--- src/rtl/tone_gen_prog.sv ---
// tone_gen_prog: square-wave tone generator with a runtime-writable half-period
// table, gated start and clean stop at a half-cycle boundary.
// Optional feature macro: TONE_OCTAVE_EN adds the OCTAVE input. When it is
// defined, the latched half-period is max(table >> OCTAVE, 2).
module tone_gen_prog #(
    parameter int                           NUM_NOTES  = 4,
    parameter int                           CNT_W      = 14,
    parameter logic [NUM_NOTES*CNT_W-1:0]   TABLE_INIT = {14'd7584, 14'd9020, 14'd11363, 14'd13514},
    localparam int                          IW         = $clog2(NUM_NOTES)
) (
    input  logic             CLK,
    input  logic             RST_N,
    input  logic             GATE,
    input  logic [IW-1:0]    NOTE_SEL,
    input  logic             WR_EN,
    input  logic [IW-1:0]    WR_ADDR,
    input  logic [CNT_W-1:0] WR_DATA,
`ifdef TONE_OCTAVE_EN
    input  logic [1:0]       OCTAVE,
`endif
    output logic             AUDIO,
    output logic             ACTIVE,
    output logic [IW-1:0]    NOTE_CUR,
    output logic             TOGGLE
);

    typedef enum logic [1:0] {
        S_IDLE  = 2'd0,
        S_RUN   = 2'd1,
        S_DRAIN = 2'd2
    } state_t;

    localparam logic [CNT_W-1:0] MIN_HALF  = CNT_W'(2);
    localparam logic [IW:0]      NOTES_LIM = (IW+1)'(NUM_NOTES);

    logic [CNT_W-1:0] tbl [NUM_NOTES];

    state_t           state_q, state_d;
    logic [CNT_W-1:0] cnt_q, cnt_d;
    logic [CNT_W-1:0] half_q, half_d;
    logic             audio_d, toggle_d;
    logic [IW-1:0]    note_d;
    logic             latch;
    logic             terminal;
    logic             run_like;
    logic [CNT_W-1:0] sel_half;
    logic [CNT_W-1:0] latch_half;

    // Half-period table: reset to TABLE_INIT, written by the single-cycle strobe.
    // NOTE: the table is a small register file, so it is reset like any other
    // register; a RAM macro could not be restored to TABLE_INIT this way.
    always_ff @(posedge CLK or negedge RST_N) begin
        if (!RST_N) begin
            for (int i = 0; i < NUM_NOTES; i++) begin
                tbl[i] <= TABLE_INIT[i*CNT_W +: CNT_W];
            end
        end else if (WR_EN && ({1'b0, WR_ADDR} < NOTES_LIM)) begin
            tbl[WR_ADDR] <= (WR_DATA < MIN_HALF) ? MIN_HALF : WR_DATA;
        end
    end

    // Half-period for the requested note; out-of-range selects fall back to entry 0.
    always_comb begin
        sel_half = tbl[0];
        if ({1'b0, NOTE_SEL} < NOTES_LIM) begin
            sel_half = tbl[NOTE_SEL];
        end
`ifdef TONE_OCTAVE_EN
        latch_half = sel_half >> OCTAVE;
        if (latch_half < MIN_HALF) begin
            latch_half = MIN_HALF;
        end
`else
        latch_half = sel_half;
`endif
    end

    assign terminal = (cnt_q == (half_q - CNT_W'(1)));
    // DRAIN with GATE raised again behaves exactly like RUN, so the waveform is undisturbed.
    assign run_like = (state_q == S_RUN) || ((state_q == S_DRAIN) && GATE);

    // Next-state and next-output logic.
    // NOTE: every signal gets a default first so no path leaves one unassigned,
    // which would otherwise infer a latch.
    always_comb begin
        state_d  = state_q;
        cnt_d    = cnt_q;
        audio_d  = AUDIO;
        toggle_d = 1'b0;
        latch    = 1'b0;
        half_d   = half_q;
        note_d   = NOTE_CUR;

        unique case (state_q)
            S_IDLE: begin
                cnt_d   = '0;
                audio_d = 1'b0;
                if (GATE) begin
                    state_d  = S_RUN;
                    audio_d  = 1'b1;
                    toggle_d = 1'b1;
                    latch    = 1'b1;
                end
            end
            S_RUN, S_DRAIN: begin
                if (run_like) begin
                    state_d = GATE ? S_RUN : S_DRAIN;
                    if (terminal) begin
                        cnt_d    = '0;
                        audio_d  = ~AUDIO;
                        toggle_d = 1'b1;
                        latch    = 1'b1;
                    end else begin
                        cnt_d = cnt_q + CNT_W'(1);
                    end
                end else if (terminal) begin
                    // Draining: finish on a low level, emitting a falling edge only if needed.
                    cnt_d    = '0;
                    audio_d  = 1'b0;
                    toggle_d = AUDIO;
                    state_d  = S_IDLE;
                end else begin
                    cnt_d = cnt_q + CNT_W'(1);
                end
            end
            default: begin
                state_d = S_IDLE;
                cnt_d   = '0;
                audio_d = 1'b0;
            end
        endcase

        // Sole point where a new note is taken: always at a half-cycle boundary.
        if (latch) begin
            half_d = latch_half;
            note_d = NOTE_SEL;
        end
    end

    // State, counter and output registers; reset forces AUDIO low immediately.
    // NOTE: sequential state uses non-blocking assignments so every register
    // samples the pre-edge values, independent of statement order.
    always_ff @(posedge CLK or negedge RST_N) begin
        if (!RST_N) begin
            state_q  <= S_IDLE;
            cnt_q    <= '0;
            half_q   <= '0;
            AUDIO    <= 1'b0;
            TOGGLE   <= 1'b0;
            ACTIVE   <= 1'b0;
            NOTE_CUR <= '0;
        end else begin
            state_q  <= state_d;
            cnt_q    <= cnt_d;
            half_q   <= half_d;
            AUDIO    <= audio_d;
            TOGGLE   <= toggle_d;
            ACTIVE   <= (state_d != S_IDLE);
            NOTE_CUR <= note_d;
        end
    end

endmodule
--- config.mk ---
export PLATFORM = sky130hd
export DESIGN_NAME = tone_gen_prog
export DESIGN_NICKNAME = d
export VERILOG_FILES = /design/src/rtl/tone_gen_prog.sv
export SDC_FILE = /design/constraint.sdc
export NUM_CORES = 1
export LEC_CHECK = 0
export CAP_MARGIN = 20
export CORE_ASPECT_RATIO = 0.75
export CORE_MARGIN = 2
export CORE_UTILIZATION = 54
export DETAILED_ROUTE_END_ITERATION = 6
export GPL_ROUTABILITY_DRIVEN = 0
export GPL_TIMING_DRIVEN = 1
export PLACE_DENSITY = 0.76
export SLEW_MARGIN = 20
export SYNTH_ARGS = -nofsm -noshare
export SYNTH_HDL_FRONTEND = slang
export SYNTH_SLANG_ARGS = --single-unit
--- constraint.sdc ---
create_clock -name CLK -period 3 [get_ports CLK]
set_clock_uncertainty 0.2 [all_clocks]
set_input_delay 0.75 -clock CLK [delete_from_list [all_inputs] [get_ports CLK]]
set_output_delay 0.75 -clock CLK [all_outputs]
set_load 0.005 [all_outputs]
==> results_dict.tcl, run 1 <==
# metrics dict for downstream scripts
set metrics [dict create \
    worst-r2r-setup-slack_ns 0.06 \
    topCellsByArea "dfrtp_1, dfstp_2, mux2_2" \
    clockPowerShare 0.256 \
    cts_hold_buffers 0 \
    wl_met1_um 4421 \
    crit_required_ns 3.02 \
    ys_async_sr_fraction 1.000 \
    area_dominant_class "flip-flops and latches" \
    wl_per_cell_um 17.75 \
    ys_sh_mux 0.2336 \
    cts_max_level 3 \
    setup_tns_ns 0 \
    power_switching_share 0.3102 \
    top_layer_used "met4" \
    nClkBuffers 12 \
    grt.busiest_layer "met2" \
    top_area_frac 0.3485 \
    setup-violations-final 0 \
    synth_warnings 0 \
    core_um2 8346 \
    drv_cap 0 \
    grt_use_total 0.2150 \
    root_buffer "clkbuf_16" \
    portBuffers 26 \
    grtUsageMet2 0.3413 \
    ir_worst_vdd_mv 0.3745 \
    vias 2976 \
    lay_top_count "dfrtp_1" \
    final_core_util 0.6577 \
    flops 91 \
    n_antenna_cell 0 \
    layout_min_cycle_time_ns 2.942 \
    avgViaCountPerCell 5.701 \
    grt_pass1_vias 3104 \
    postPlaceCellArea_um2 5110 \
    lay_top_cells "dfrtp_1, mux2_2, dfstp_2" \
    outcome "finished, final reports clean" \
    hold_viol 0 \
    met3_usage 0.05084 \
    path_buffers 2 \
    power_frac_seq 0.401 \
    tightestPinTransition_ns 0.4952 \
    yosys.stat.seqShare 0.5029 \
    powerSeq_mw 1.84 \
    finalCritPeriodShare 0.9807 \
    n_all_buffers 48 \
    yosys-top-cells-count "dfrtp_1, mux2_2, dfstp_2, nor2_1, xnor2_1" \
    drtIter0Drc 109 \
    area_growth_pct 19.44 \
    pre_cts_ws_ns 0.01999 \
    top_power_group "registers" \
    hpwl_um 6584 \
    clk_share 0.05676 \
    syn_inst 364 \
    numCtsBuffers 9 \
    cts_resized 1 \
    drt-total-wl_um 9268 \
    p_comb_frac 0.343 \
    regArea_um2 2311 \
    crit_slowest_cell "or4b_2" \
    syn_area_per_cell_um2 12.63 \
    largest_reg_flops 56 \
    drive_gt1_frac 0.3768 \
    crit_arrival_ns 2.97 \
    place_inst 504 \
    die_height_um 83.89 \
    sh_comb_area 0.4055 \
    ys_sh_simple 0.1045 \
    layout.nonclk_buf_frac 0.08388 \
    cp-endpoint "half_q[5]" \
]
Run 1, port wiring:
(2 px per um)
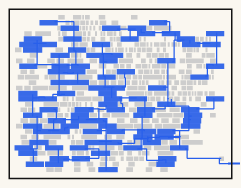
| color | port | bits | direction | end cells | buffers | wire |
|---|---|---|---|---|---|---|
| blue | RST_N | 1 | input | 91 | 3 | 673 um |

Run 1, wiring by layer:
(2 px per um) Only two layers are drawn.
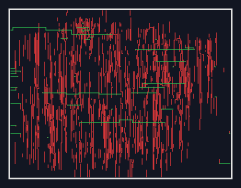
| color | layer | wire length |
|---|---|---|
| green | metal 3 | 304 um |
| red | metal 2 | 4390 um |

Run 1, met2 routing:
(4 px per um)
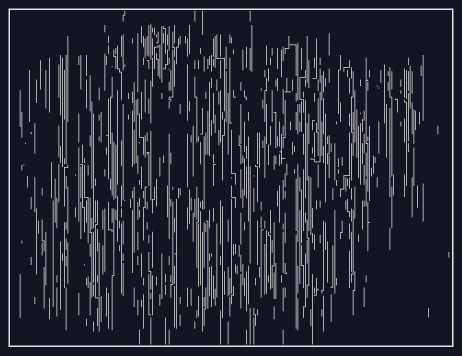
main direction: vertical
longest straight run: 32.3 um
wire length on this layer: 4390 um
nets with wire on the layer: 379
share of all routed wire: 47%

==> run 2, diff against run 1 <==
==> constraint.sdc (replaced) <==
create_clock -name CLK -period 2.4 [get_ports CLK]
set_clock_uncertainty 0.2 [all_clocks]
set_input_delay 0.6 -clock CLK [delete_from_list [all_inputs] [get_ports CLK]]
set_output_delay 0.6 -clock CLK [all_outputs]
set_load 0.005 [all_outputs]
Run 2, placement view:
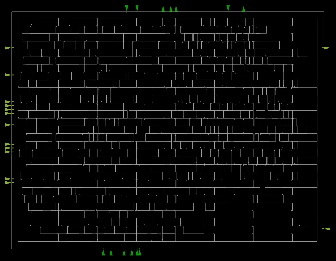
final non-filler cell total: 560
flop share of the area: 0.3907
Tapcells: 108
row count: 29

Run 2, met2 routing:
(4 px per um)
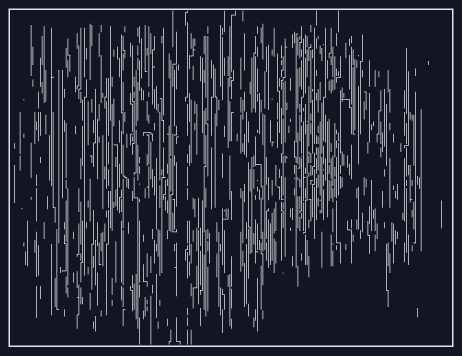
longest straight run: 44.6 um
main direction: vertical
wire length on this layer: 5020 um
nets with wire on the layer: 431
Routed WL: 10200 um
met2 usage: 0.4049
vias: 3197

Run 2, port wiring:
(2 px per um)
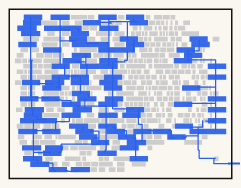
| color | port | bits | direction | end cells | buffers | wire |
|---|---|---|---|---|---|---|
| blue | RST_N | 1 | input | 91 | 5 | 676 um |

==> results_dict.tcl, run 2 <==
# metrics dict for downstream scripts
set metrics [dict create \
    n_all_buffers 86 \
    grt_max_degree 43 \
    yosys-top-cells-count "dfrtp_1, mux2_2, dfstp_2, nor2_1, xnor2_1" \
    grt_use_total 0.2370 \
    postRouteAntennaNets 0 \
    ys_async_sr_fraction 1.000 \
    numCtsBuffers 9 \
    grt.busiest_layer "met2" \
    worst-r2r-setup-slack_ns -0.53 \
    worstPathCellList "or4_4, or3_4, a2bb2oi_1, nor2_1, o211ai_2, o31a_1, buf_4, buf_12, mux2_4" \
    reg2reg_to "half_q[6]" \
    core_um2 8346 \
    wl_per_cell_um 18.21 \
    cp-start-kind "register" \
    synth_warnings 0 \
    cts_hold_buffers 0 \
    ir_worst_vdd_mv 0.6287 \
    synthXorXnorAreaFrac 0.05908 \
    hpwl_um 6814 \
    post_cts_buffers 5 \
    worst-setup-path-type "register to register" \
    route.met3.wl_um 344 \
    edf_count 0 \
    fill_cells 564 \
    syn_inst 364 \
    clock_latency_ns 0.34 \
    totalPowerFinal_mw 6.244 \
    top_power_group "combinational logic" \
    sh_comb_area 0.3842 \
    powerClk_mw 1.44 \
    lay_top_count "dfrtp_1" \
    ys_chip_area_um2 4596 \
    area_growth_pct 28.70 \
    powerSeq_mw 2.22 \
    power_switching_share 0.3177 \
    final.setup.worst_slack_ns -0.5260 \
    clk_share 0.05204 \
    cts.sinks 91 \
    firstDrtPassIters 4 \
    initCoreUtil 0.5507 \
    flops 91 \
    violations "setup timing" \
    layout_min_cycle_time_ns 2.926 \
    max_stage_delay_ns 0.56 \
    largest_reg_flops 56 \
    place_inst 536 \
    portBuffers 26 \
    p_sw_mw 1.984 \
    avgViaCountPerCell 5.709 \
    die_height_um 83.89 \
    n_antenna_cell 0 \
    root_buffer "clkbuf_16" \
    finalMaxSlewViolations 0 \
    rsz0062_at_grt "true" \
    cp-endpoint "half_q[6]" \
    met3_usage 0.06100 \
    tool_warnings 32 \
    crit_arrival_ns 2.96 \
    area_dominant_class "flip-flops and latches" \
    die_w_um 110.5 \
    clockPowerShare 0.231 \
    topCellsByArea "dfrtp_1, dfstp_2, mux2_2" \
    synthDistinctLibCells 52 \
    drv_cap 0 \
    syn_area_per_cell_um2 12.63 \
    top_register "tbl" \
    outcome "finished with violations" \
    ys_sh_mux 0.2336 \
    hold_viol 0 \
    power_frac_seq 0.355 \
    grt.met1_usage 0.3049 \
    cts_max_level 3 \
    largest_area_cell "dfrtp_1" \
    crit_required_ns 2.43 \
    setup_tns_ns -13.40 \
    comb_area_um2 2272 \
    nClkBuffers 10 \
    p_comb_frac 0.413 \
    max_slew_margin 0.6102 \
    critical_path.startpoint "half_q[0]" \
    pre_cts_ws_ns -0.5013 \
    cts_tree "yes" \
    lay_top_cells "dfrtp_1, mux2_2, buf_4" \
    yosys.stat.seqShare 0.5029 \
    tightestPinTransition_ns 0.5794 \
    clk_pin_slew_ns 0.07 \
    drtIter0Drc 207 \
    final_area_um2 5914 \
    adder_share 0.01634 \
    regArea_um2 2311 \
    grt_pass1_wl_um 17110 \
    drive_gt1_frac 0.4513 \
    postPlaceCellArea_um2 5435 \
    ys_sh_simple 0.1045 \
    wl_met1_um 4659 \
    fmax_ghz 0.3418 \
    drc 0 \
    final_core_util 0.7087 \
    p_int_mw 4.260 \
    top_layer_used "met4" \
    layout.nonclk_buf_frac 0.1426 \
    path_buffers 2 \
    cts_resized 18 \
    ff_type "dfrtp_1" \
    crit_slowest_cell "or4_4" \
    grt_pass1_vias 3402 \
    finalCritPeriodShare 1.219 \
    top_area_frac 0.3485 \
    setup-violations-final 35 \
]
